**src/rtl/morse_lcd_driver.sv**
```systemverilog
`default_nettype none
// ============================================================================
// morse_lcd_driver : HD44780 8-bit init + two-line refresh from snapshotted text
// Option macro LCD_CHANGE_ONLY_EN : refresh only when the input text changes.
// Revision : 1.0
// ============================================================================
module morse_lcd_driver #(
  parameter int unsigned PWR_WAIT_CYC   = 750000,
  parameter int unsigned E_HIGH_CYC     = 12,
  parameter int unsigned WAIT_CYC       = 2000,
  parameter int unsigned CLEAR_WAIT_CYC = 80000
) (
  input  logic         clk,
  input  logic         rst,
  input  logic [127:0] lcd_line1,
  input  logic [127:0] lcd_line2,
  output logic         lcd_e,
  output logic         lcd_rs,
  output logic         lcd_rw,
  output logic [7:0]   lcd_data,
  output logic         init_done,
  output logic         frame_done
);

  typedef enum logic [2:0] {
    S_PWR_WAIT = 3'd0,
    S_INIT     = 3'd1,
    S_SNAP     = 3'd2,
    S_ADDR1    = 3'd3,
    S_LINE1    = 3'd4,
    S_ADDR2    = 3'd5,
    S_LINE2    = 3'd6,
    S_IDLE     = 3'd7
  } state_t;

  typedef enum logic [1:0] {
    P_SETUP = 2'd0,
    P_EHIGH = 2'd1,
    P_WAIT  = 2'd2
  } phase_t;

  localparam logic [7:0] C_CMD_LINE1 = 8'h80;
  localparam logic [7:0] C_CMD_LINE2 = 8'hC0;
  localparam logic [7:0] C_BLANK     = 8'h20;

  state_t         r_state, w_state_nxt;
  phase_t         r_phase, w_phase_nxt;
  logic [31:0]    r_cnt, w_cnt_nxt;
  logic [3:0]     r_idx, w_idx_nxt;
  logic [1:0]     r_init_idx, w_init_idx_nxt;
  logic           r_init_done, w_init_done_nxt;
  logic [127:0]   r_snap1, r_snap2;

  logic           w_writing;
  logic           w_write_done;
  logic [31:0]    w_wait_len;
  logic [6:0]     w_bitpos;
  logic [7:0]     w_char_raw;
  logic [7:0]     w_char;
  logic [7:0]     w_init_cmd;

  assign w_writing = (r_state == S_INIT)  || (r_state == S_ADDR1) ||
                     (r_state == S_LINE1) || (r_state == S_ADDR2) ||
                     (r_state == S_LINE2);

  // The clear command needs a much longer settle time than every other write.
  assign w_wait_len = ((r_state == S_INIT) && (r_init_idx == 2'd3)) ? CLEAR_WAIT_CYC : WAIT_CYC;

  always_ff @(posedge clk) begin
    if (rst) begin
      r_state     <= S_PWR_WAIT;
      r_phase     <= P_SETUP;
      r_cnt       <= '0;
      r_idx       <= '0;
      r_init_idx  <= '0;
      r_init_done <= 1'b0;
      r_snap1     <= '0;
      r_snap2     <= '0;
    end else begin
      r_state     <= w_state_nxt;
      r_phase     <= w_phase_nxt;
      r_cnt       <= w_cnt_nxt;
      r_idx       <= w_idx_nxt;
      r_init_idx  <= w_init_idx_nxt;
      r_init_done <= w_init_done_nxt;
      if (r_state == S_SNAP) begin
        r_snap1 <= lcd_line1;
        r_snap2 <= lcd_line2;
      end
    end
  end

  always_comb begin
    w_state_nxt     = r_state;
    w_phase_nxt     = r_phase;
    w_cnt_nxt       = r_cnt;
    w_idx_nxt       = r_idx;
    w_init_idx_nxt  = r_init_idx;
    w_init_done_nxt = r_init_done;
    w_write_done    = 1'b0;

    if (w_writing) begin
      case (r_phase)
        P_SETUP: begin
          w_phase_nxt = P_EHIGH;
          w_cnt_nxt   = '0;
        end
        P_EHIGH: begin
          if (r_cnt == E_HIGH_CYC - 32'd1) begin
            w_phase_nxt = P_WAIT;
            w_cnt_nxt   = '0;
          end else begin
            w_cnt_nxt = r_cnt + 32'd1;
          end
        end
        P_WAIT: begin
          if (r_cnt == w_wait_len - 32'd1) begin
            w_write_done = 1'b1;
            w_phase_nxt  = P_SETUP;
            w_cnt_nxt    = '0;
          end else begin
            w_cnt_nxt = r_cnt + 32'd1;
          end
        end
        default: begin
          w_phase_nxt = P_SETUP;
          w_cnt_nxt   = '0;
        end
      endcase
    end

    case (r_state)
      S_PWR_WAIT: begin
        if (r_cnt == PWR_WAIT_CYC - 32'd1) begin
          w_state_nxt = S_INIT;
          w_cnt_nxt   = '0;
        end else begin
          w_cnt_nxt = r_cnt + 32'd1;
        end
      end
      S_INIT: begin
        if (w_write_done) begin
          if (r_init_idx == 2'd3) begin
            w_state_nxt     = S_SNAP;
            w_init_done_nxt = 1'b1;
            w_init_idx_nxt  = '0;
          end else begin
            w_init_idx_nxt = r_init_idx + 2'd1;
          end
        end
      end
      S_SNAP:  w_state_nxt = S_ADDR1;
      S_ADDR1: if (w_write_done) w_state_nxt = S_LINE1;
      S_LINE1: begin
        if (w_write_done) begin
          w_idx_nxt = r_idx + 4'd1;
          if (r_idx == 4'd15) w_state_nxt = S_ADDR2;
        end
      end
      S_ADDR2: if (w_write_done) w_state_nxt = S_LINE2;
      S_LINE2: begin
        if (w_write_done) begin
          w_idx_nxt = r_idx + 4'd1;
          if (r_idx == 4'd15) w_state_nxt = S_IDLE;
        end
      end
      S_IDLE: begin
`ifdef LCD_CHANGE_ONLY_EN
        if ({lcd_line1, lcd_line2} != {r_snap1, r_snap2}) w_state_nxt = S_SNAP;
`else
        w_state_nxt = S_SNAP;
`endif
      end
      default: w_state_nxt = S_PWR_WAIT;
    endcase
  end

  // Char 0 sits in the top byte, so the bit offset is (15 - idx) * 8.
  assign w_bitpos   = {~r_idx, 3'b000};
  assign w_char_raw = (r_state == S_LINE2) ? r_snap2[w_bitpos +: 8] : r_snap1[w_bitpos +: 8];
  assign w_char     = ((w_char_raw >= 8'h20) && (w_char_raw <= 8'h7E)) ? w_char_raw : C_BLANK;

  always_comb begin
    w_init_cmd = 8'h38;
    case (r_init_idx)
      2'd0: w_init_cmd = 8'h38;
      2'd1: w_init_cmd = 8'h0C;
      2'd2: w_init_cmd = 8'h06;
      2'd3: w_init_cmd = 8'h01;
      default: w_init_cmd = 8'h38;
    endcase
  end

  always_comb begin
    lcd_data = 8'h00;
    case (r_state)
      S_INIT:  lcd_data = w_init_cmd;
      S_ADDR1: lcd_data = C_CMD_LINE1;
      S_LINE1: lcd_data = w_char;
      S_ADDR2: lcd_data = C_CMD_LINE2;
      S_LINE2: lcd_data = w_char;
      default: lcd_data = 8'h00;
    endcase
  end

  assign lcd_e      = w_writing && (r_phase == P_EHIGH);
  assign lcd_rs     = (r_state == S_LINE1) || (r_state == S_LINE2);
  assign lcd_rw     = 1'b0;
  assign init_done  = r_init_done;
  assign frame_done = (r_state == S_LINE2) && (r_idx == 4'd15) && w_write_done;

endmodule
`default_nettype wire

```
**config.mk**
```make
export PLATFORM = sky130hd
export DESIGN_NAME = morse_lcd_driver
export DESIGN_NICKNAME = d
export VERILOG_FILES = /design/src/rtl/morse_lcd_driver.sv
export SDC_FILE = /design/constraint.sdc
export NUM_CORES = 1
export LEC_CHECK = 0
export CAP_MARGIN = 20
export CELL_PAD_IN_SITES_DETAIL_PLACEMENT = 0
export CELL_PAD_IN_SITES_GLOBAL_PLACEMENT = 1
export CORE_UTILIZATION = 35
export CTS_BUF_LIST = sky130_fd_sc_hd__clkbuf_2 sky130_fd_sc_hd__clkbuf_4 sky130_fd_sc_hd__clkbuf_8
export DETAILED_ROUTE_END_ITERATION = 10
export GPL_TIMING_DRIVEN = 0
export PLACE_DENSITY_LB_ADDON = 0.1
export SETUP_SLACK_MARGIN = 0.5
export SLEW_MARGIN = 25
export SYNTH_ARGS = -nofsm -noshare
export SYNTH_HDL_FRONTEND = slang
export SYNTH_SLANG_ARGS = --single-unit
```
**constraint.sdc**
```tcl
create_clock -name clk -period 2.85 [get_ports clk]
set_clock_uncertainty 0.05 [all_clocks]
set_input_delay 0.57 -clock clk [delete_from_list [all_inputs] [get_ports clk]]
set_output_delay 0.57 -clock clk [all_outputs]
set_load 0.02 [all_outputs]
```
**Local utilization**

The die is cut into 20 by 20 equal tiles; black is low, pale yellow is high, 0 to 100% covered.
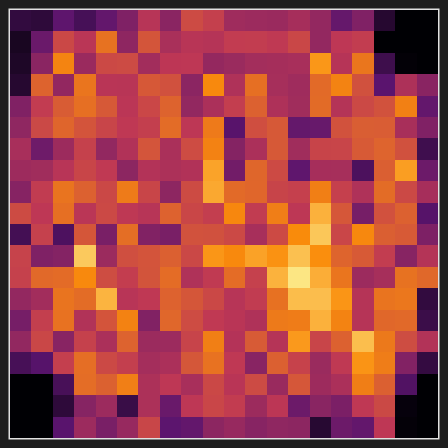
mean over tiles: 49%
fullest tile: 95%
nearly empty tiles: 4.5%
tiles over 75% full: 5.8%
final core occ: 0.523
Core Util at FP: 0.358

**Drive-strength map**

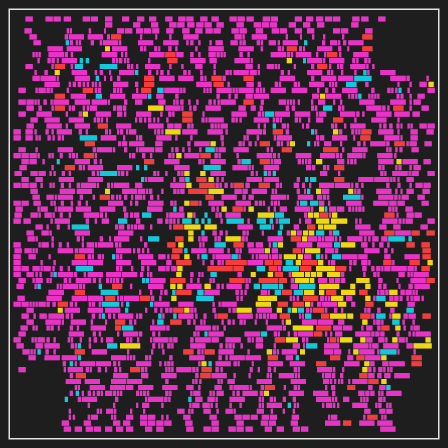
| size | color | cells | share | most used |
|---|---|---|---|---|
| x6 and larger | red | 133 | 6.1% | clkbuf_8 |
| x2 | cyan | 125 | 5.8% | clkbuf_2 |
| x3 and x4 | yellow | 114 | 5.3% | buf_4 |
| x1 and smaller | magenta | 1795 | 83% | nand2_1 |
Area Growth Syn to Fin: 46.1%
Signal buffers: 464

**Cells colored by class**

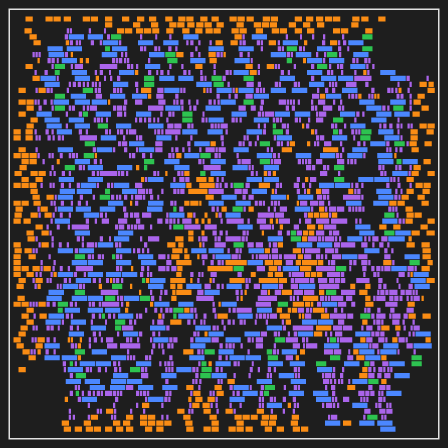
| class | color | cells | share of their area |
|---|---|---|---|
| clock drivers and dummy loads | green | 98 | 6.3% |
| sequential cells | blue | 300 | 32% |
| remaining buffers and delay cells | orange | 464 | 23% |
| remaining logic cells | purple | 1305 | 39% |
Seq/total area: 0.313
Core ar.: 36800 µm²
final instance area: 19200 µm²

**Track usage over the die**

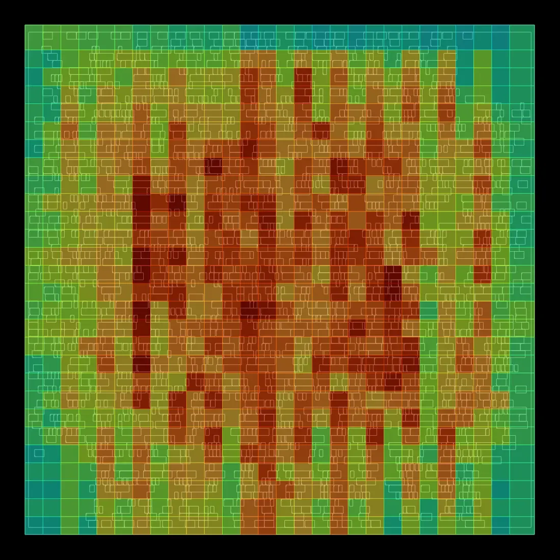
met1 usage: 0.371
GR Layer Usage met2: 0.459
GRT Util Overall: 0.284

**Where the registers sit**

Other sequential cells in the stronger gray, the rest of the logic in the fainter gray.
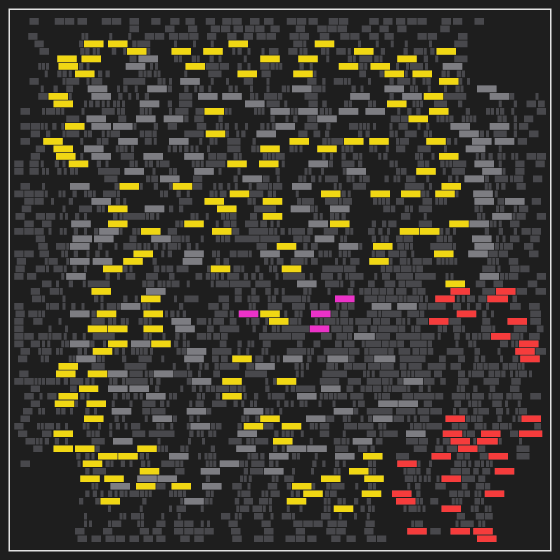
| name in the netlist | color | placed flops |
|---|---|---|
| r_cnt | red | 32 |
| r_idx | magenta | 4 |
| r_snap1 | yellow | 128 |

[worst max-delay path by stage]
stage | startpoint | end | slack, ns | cells after the start
6_report | r_state[1]$_SDFFE_PP0P_ | lcd_data[1] | -1.16 | 11
5_1_grt | r_state[2]$_SDFFE_PP0P_ | lcd_data[2] | -1.22 | 12
4_1_cts | r_state[1]$_SDFFE_PP0P_ | lcd_data[0] | -1.12 | 13
3_5_place_dp | r_idx[0]$_SDFFE_PP0P_ | lcd_data[6] | -1.74 | 10
3_3_place_gp | r_idx[0]$_SDFFE_PP0P_ | lcd_data[6] | -1.70 | 10
2_1_floorplan | r_state[1]$_SDFFE_PP0P_ | lcd_data[3] | 0.06 | 11
[layout by cell type (no fill, tap or decap), types with 12 or more instances in the layout]
cell / n
o211ai_1: 13
nor2_1: 62
clkbuf_1: 40
nand4_1: 15
clkdlybuf4s50_1: 257
nand3_1: 39
clkbuf_4: 23
clkbuf_8: 81
nand2_1: 625
a21oi_1: 300
a221o_1: 28
mux2i_1: 20
clkbuf_2: 44
dfxtp_1: 294
buf_4: 50
xor2_1: 18
buf_6: 32
mux4_2: 12
inv_1: 14
xnor2_1: 17
[power groups by stage]
stage	Sequential, µW	Clock (µW)	Combinational, µW
after CTS	4290	4420	946
final	4290	4360	1050
after floorplan	4370	0	338
after global placement	4380	0	863
after detailed placement	4380	0	869
after global routing	4300	4640	1110
[state kept, by name, summed over array words and instances (netlist names)]
name	flops
r_idx	4
r_snap1	128
r_init_idx	2
r_cnt	32
r_snap2	128
r_state	3
init_done	1
r_phase	2
[metrics by stage]
| stage | cells | utilization | instance area [µm²] | total power, µW | setup slack (ns) |
|---|---|---|---|---|---|
| final | 2635 | 0.523 | 19200 | 9700 | -1.16 |
| after CTS | 2607 | 0.508 | 18700 | 9660 | -1.12 |
| after floorplan | 1741 | - | 13400 | 4710 | 0.0589 |
| after global routing | 2635 | 0.523 | 19200 | 10000 | -1.22 |
| after global placement | 2477 | 0.453 | 16600 | 5240 | -1.70 |
| after detailed placement | 2477 | 0.453 | 16700 | 5250 | -1.74 |
[layer usage]
layer,track usage,up-vias,part of all wire
li1,-,6656,-
met1,0.371,6552,0.43
met2,0.459,529,0.46
met3,0.0490,112,0.071
met4,0.128,0,0.040
met5,0,-,0
[worst max-delay path: stages, from the launching register on]
cell and delay (ns):
dfxtp_2 0.34, buf_8 0.12, nand3b_4 0.15, buf_12 0.19
bufbuf_16 0.28, mux2i_1 0.14, a221oi_2 0.34, nand4_1 0.32
o211ai_1 0.18, o21ba_2 0.22, a32o_2 0.31, buf_6 0.14
[what timing repair did]
action,CTS,global route
endpoints found under the setup margin,295,283
resized,213,128
setup buffers,30,25
hold buffers,0,0
cloned,2,3
pin swaps,33,20
[kinds of logic (layout without fill, tap and decap cells)]
| family | Yosys count | count (layout) | share of synthesized area |
|---|---|---|---|
| AOI/OAI and AO/OA | 405 | 405 | 0.177 |
| xor gates and xnor gates | 35 | 35 | 0.0233 |
| adders and majority gates | 9 | 9 | 0.00856 |
| buffers and inverters | 152 | 578 | 0.0470 |
| DFF | 300 | 300 | 0.457 |
| muxes | 35 | 35 | 0.0381 |
| other | 1 | 1 | 0.000285 |
| and+or+nand+nor | 804 | 804 | 0.249 |
==> Slide: Implementation Results <==
Synthesis and Place & Route Summary

Synthesis
  – Net count after synthesis: 2008
  – Sequential fraction of the synthesis area: 0.457
  – Top FF cell, synth: dfxtp_1
  – Synth Cell Area: 13200 µm²
  – Post-synth ARST share: 0
  – Yosys cell count: 1741
  – Ys Warns: 0
  – Synth unique cells: 58

Final layout
  – Signal buffers share of area: 0.221
  – Combinational Area: 7130 µm²
  – Fraction of layout cells with a size suffix above 1: 0.172
  – Flop count: 300
  – Clk tree area frac: 0.0610
  – Final-stage net count: 2391

Global routing
  – First-pass GRT wire length: 80300 µm
  – Largest net degree at the start of global routing: 15

STA
  – Setup violations, final: 19
  – Post-layout min period: 4.01 ns
  – Minimum hold slack: 0.402 ns
  – Hold Fails Final Rpt: 0
  – Final setup TNS: -8.47 ns
  – Worst setup margin: -1.16 ns

Run
  – Max_cap viols: 0

CTS
  – Clock Tree Buf Depth: 3
  – Clock transition at path regs: 0.06 ns
  – Cts bufs inserted: 53
  – CTS tree: built
  – Clk latency late pin: 0.65 ns

Setup path
  – Worst reg2reg path depth: 11
  – Critical path capture point type: output pin
  – Required time of the critical path: 2.23 ns
  – Critical R2R Capture: r_cnt[30]$_SDFFE_PP0P_
  – CP max FO: 8

Place
  – Post-DP HPWL: 40800 µm
  – Number of port buffers: 268
  – Final GP Congestion: 0.947

Floorplan
  – Die W: 196 µm
  – Well Taps: 468

Outcome
  – Status: finished with violations
  – Failing checks: negative setup slack

Power
  – Static Leak: 0.00671 µW
  – PwrDens: 505 nW/µm²
Power and IR drop assume default switching activity.
